`src/rtl/dmem_mmio.sv`:
```
// Data memory for the single-cycle RV32 core: byte/half/word RAM with sign/zero-extended loads,
// misalignment detection with a sticky error flag, and an I/O window (display, cycle counter, status).
module dmem_mmio #(
    parameter int          DEPTH      = 64,
    parameter logic [31:0] IO_BASE    = 32'hFFFF_FF00,
    parameter int          HEX_DIGITS = 6
) (
    input  logic                    clk,
    input  logic                    reset,
    input  logic                    we,
    input  logic                    re,
    input  logic [1:0]              size,
    input  logic                    uns,
    input  logic [31:0]             a,
    input  logic [31:0]             wd,
    output logic [31:0]             rd,
    output logic                    misalign,
    output logic [7*HEX_DIGITS-1:0] hex
);
    localparam int AW = $clog2(DEPTH);

    logic [31:0]   mem [DEPTH];
    logic [31:0]   disp;
    logic [31:0]   cyc;
    logic          err;
    logic          is_io;
    logic          bad;
    logic          io_store;
    logic [AW-1:0] idx;
    logic [3:0]    be;
    logic [31:0]   wlanes;
    logic [31:0]   word;
    logic [7:0]    lbyte;
    logic [15:0]   lhalf;

    assign is_io = (a[31:8] == IO_BASE[31:8]);
    assign idx   = a[AW+1:2];

    always_comb begin
        case (size)
            2'b00:   bad = 1'b0;
            2'b01:   bad = a[0];
            2'b10:   bad = (a[1:0] != 2'b00);
            default: bad = 1'b1;
        endcase
    end

    assign misalign = (we | re) & bad;
    // Only full-word stores reach the I/O registers; narrower ones are silently dropped.
    assign io_store = we & ~misalign & is_io & (size == 2'b10);

    always_comb begin
        be     = 4'b0000;
        wlanes = wd;
        case (size)
            2'b00: begin
                be     = 4'b0001 << a[1:0];
                wlanes = {4{wd[7:0]}};
            end
            2'b01: begin
                be     = a[1] ? 4'b1100 : 4'b0011;
                wlanes = {2{wd[15:0]}};
            end
            2'b10: begin
                be     = 4'b1111;
                wlanes = wd;
            end
            default: begin
                be     = 4'b0000;
                wlanes = wd;
            end
        endcase
    end

    always_ff @(posedge clk) begin
        if (we && !misalign && !is_io && !reset) begin
            for (int i = 0; i < 4; i++) begin
                if (be[i]) mem[idx][8*i +: 8] <= wlanes[8*i +: 8];
            end
        end
    end

    // Later assignments win: a CYC store overrides the increment, and a fault overrides an err clear.
    always_ff @(posedge clk or posedge reset) begin
        if (reset) begin
            disp <= 32'd0;
            cyc  <= 32'd0;
            err  <= 1'b0;
        end else begin
            cyc <= cyc + 32'd1;
            if (io_store && a[7:2] == 6'd0) disp <= wd;
            if (io_store && a[7:2] == 6'd1) cyc <= wd;
            if (io_store && a[7:2] == 6'd2 && wd[0]) err <= 1'b0;
            if (misalign) err <= 1'b1;
        end
    end

    always_comb begin
        word = mem[idx];
        if (is_io) begin
            case (a[7:2])
                6'd0:    word = disp;
                6'd1:    word = cyc;
                6'd2:    word = {31'd0, err};
                default: word = 32'd0;
            endcase
        end
    end

    always_comb begin
        case (a[1:0])
            2'd0:    lbyte = word[7:0];
            2'd1:    lbyte = word[15:8];
            2'd2:    lbyte = word[23:16];
            default: lbyte = word[31:24];
        endcase
        lhalf = a[1] ? word[31:16] : word[15:0];
        case (size)
            2'b00:   rd = uns ? {24'd0, lbyte} : {{24{lbyte[7]}}, lbyte};
            2'b01:   rd = uns ? {16'd0, lhalf} : {{16{lhalf[15]}}, lhalf};
            default: rd = word;
        endcase
    end

    function automatic logic [6:0] seg7(input logic [3:0] n);
        case (n)
            4'h0:    seg7 = 7'b1000000;
            4'h1:    seg7 = 7'b1111001;
            4'h2:    seg7 = 7'b0100100;
            4'h3:    seg7 = 7'b0110000;
            4'h4:    seg7 = 7'b0011001;
            4'h5:    seg7 = 7'b0010010;
            4'h6:    seg7 = 7'b0000010;
            4'h7:    seg7 = 7'b1111000;
            4'h8:    seg7 = 7'b0000000;
            4'h9:    seg7 = 7'b0010000;
            4'hA:    seg7 = 7'b0001000;
            4'hB:    seg7 = 7'b0000011;
            4'hC:    seg7 = 7'b1000110;
            4'hD:    seg7 = 7'b0100001;
            4'hE:    seg7 = 7'b0000110;
            default: seg7 = 7'b0001110;
        endcase
    endfunction

    for (genvar g = 0; g < HEX_DIGITS; g++) begin : g_digit
        assign hex[7*g +: 7] = seg7(disp[4*g +: 4]);
    end
endmodule
```
`config.mk`:
```
export PLATFORM = sky130hd
export DESIGN_NAME = dmem_mmio
export DESIGN_NICKNAME = d
export VERILOG_FILES = /design/src/rtl/dmem_mmio.sv
export SDC_FILE = /design/constraint.sdc
export NUM_CORES = 2
export LEC_CHECK = 0
export CAP_MARGIN = 20
export CORE_ASPECT_RATIO = 1.5
export CORE_MARGIN = 10
export CORE_UTILIZATION = 40
export CTS_CLUSTER_DIAMETER = 200
export DETAILED_ROUTE_END_ITERATION = 8
export PLACE_DENSITY = 0.55
export SLEW_MARGIN = 20
export SYNTH_ARGS = -nofsm -noshare
export SYNTH_HDL_FRONTEND = slang
export SYNTH_SLANG_ARGS = --single-unit
```
`constraint.sdc`:
```
create_clock -name clk -period 4.99 [get_ports clk]
set_clock_uncertainty 0.05 [all_clocks]
set_input_delay 1.2475 -clock clk [delete_from_list [all_inputs] [get_ports clk]]
set_output_delay 1.2475 -clock clk [all_outputs]
set_load 0.01 [all_outputs]
```
==> images/placement_by_type.png <==
(1 px per µm) Fill, decap, tap and diode cells in gray.
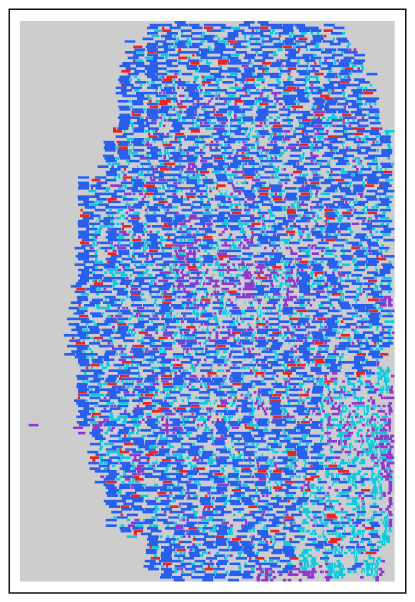
- cyan: combinational and other logic (cells 2722)
- purple: remaining buffers and delay cells (cells 1172)
- blue: sequential cells (cells 2113)
- red: clock drivers and dummy loads (cells 352)
CORE AREA: 210000 µm²
sequential share of cell area: 59.7%
# rows: 206
final core utilization: 50.4%

==> images/congestion.png <==
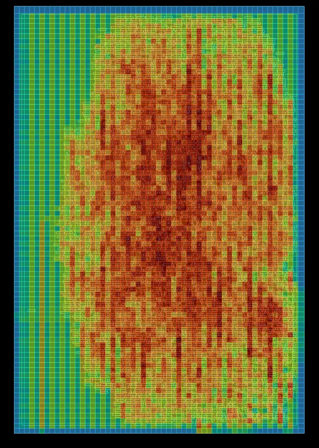
met2 GRT Util: 45.8%
routing usage on met1: 32.6%
Top Usage Layer GRT: met2

==> images/layer_met3.png <==
(1 px per µm)
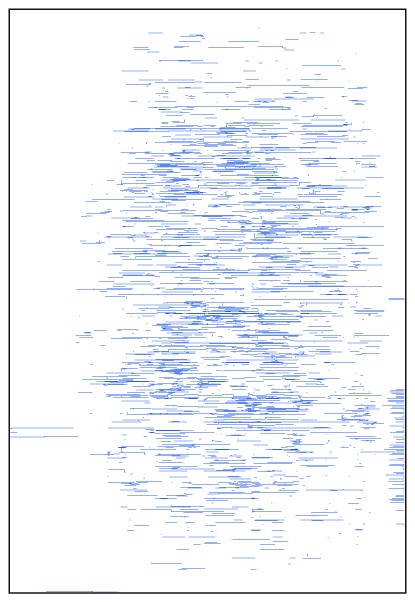
- nets with wire on the layer: 1042
- share of all routed wire: 8.9%
- wire length on this layer: 29.5 mm
routed wire length: 330 mm
met3 Use GR: 4.82%
routed via count: 56711

[state kept, by name, indices dropped and copies added (netlist names)]
signal,cells
cyc,32
disp,32
err,1
mem,2048
[worst reg2reg max path: cells and delay by family (launching register included)]
family	cells	cell delay, ps
flip-flops	1	400
AND/OR/NAND/NOR	6	1640
AND-OR/OR-AND	1	80
adder cells (fa/ha/maj)	1	200
XOR/XNOR	1	130
[power by group]
part,switching [µW],internal (µW)
clock,6660,8100
sequential,6.16,19600
combinational,2100,1250
[per-stage QoR]
stage | area [µm²] | setup slack, ps | TNS, ps
finish | 106000 | -762 | -21050
global route | 106000 | -771 | -21580
CTS | 104000 | -755 | -19600
detailed placement | 96000 | -1860 | -51120
global placement | 95800 | -2310 | -66160
floorplan | 84300 | 320 | 0
[cell type report]
type                       instances  area [µm²]
clock buffer                     238        5130
tap                             2808        3510
clock inverter                   114         990
timing repair buffer            1172       11400
fill                           17582      104000
multi-input combinational       2691       21400
antenna                            3        7.51
inverter                          31         121
sequential                      2113       63100
[what timing repair did]
item,CTS,global route
gates resized,455,140
pin swaps,60,64
cloned,10,6
endpoints found under the setup margin,32,32
hold endpoints to repair,0,0
buffers inserted,57,59
[layer usage]
layer / global-route usage, % / share of wire [%]
met1: 32.6 / 35
met4: 19.1 / 8.4
met5: 0 / 0.0045
met2: 45.8 / 48
met3: 4.82 / 8.9
[synth_stat cells (all sizes together), types with 42 or more instances]
cell type	n	area share, %
a21oi	134	0.80
a221oi	91	0.95
a22o	104	1.1
a22oi	443	3.9
a31oi	89	0.66
buf	238	1.6
clkbuf	141	0.63
dfrtp	65	1.9
edfxtp	2048	73
mux2	138	1.8
mux2i	174	2.1
nand2	214	0.95
nand3	67	0.40
nand4	58	0.43
nor2	368	1.6
nor3	42	0.26
o21ai	104	0.62
o22ai	69	0.51
[worst max-delay path by stage]
stage,to,from,cells past startpoint,slack (ps)
final,rd[5],a[4],15,-760
after detailed placement,rd[12],a[4],15,-1860
after global placement,rd[12],a[4],15,-2310
after CTS,rd[6],a[4],15,-760
after global routing,rd[5],a[4],15,-770
after floorplan,rd[6],a[4],13,320
[cells by family (layout without fill, tap and decap cells)]
group	Yosys count	after routing
flip-flops	2113	2113
AND-OR/OR-AND	1269	1269
AND/OR/NAND/NOR	1016	1016
buffers and inverters	410	1555
multiplexers	339	339
adder cells (fa/ha/maj)	37	37
XOR/XNOR	30	30
other	0	3
==> ci_impl_report.md <==
### Flow metrics

| Metric | Value |
|---|---|
| Post-synth cell types | `86` |
| Status | `finished with violations` |
| Ys flop type | `edfxtp_1` |
| Synth-to-layout area growth | `25.3%` |
| Top Layout Cells | `2048 x edfxtp_1, 816 x buf_4, 422 x a22oi_1, 321 x nor2_1, 206 x nand2_1` |
| Die Size | `230000 µm²` |
| Fmax achieved | `174 MHz` |
| Setup violators final | `32` |
| Hold Worst Slack | `436 ps` |
| Critical Path Source Type | `input pin` |
| PwrDens | `357 nW/µm²` |
| Final WS setup | `-762 ps` |
| Post-layout net count | `6312` |
| Vias in the first global route | `55175` |
| Io pins | `146` |
| Post-route insts no fill | `9170` |
| Failing checks | `setup timing` |
| Cts bufs inserted | `195` |
| Hold EP | `err` |
| Endpoint arrival time on the critical path | `4450 ps` |
| XOR/XNOR Area Share | `0.312%` |
| Reg2Reg Capture Point | `cyc[28]` |
| Die H | `582 µm` |
| Post-synth EDFFs | `2048` |
Power figures rest on the tool's default switching activity, not on a simulated workload.
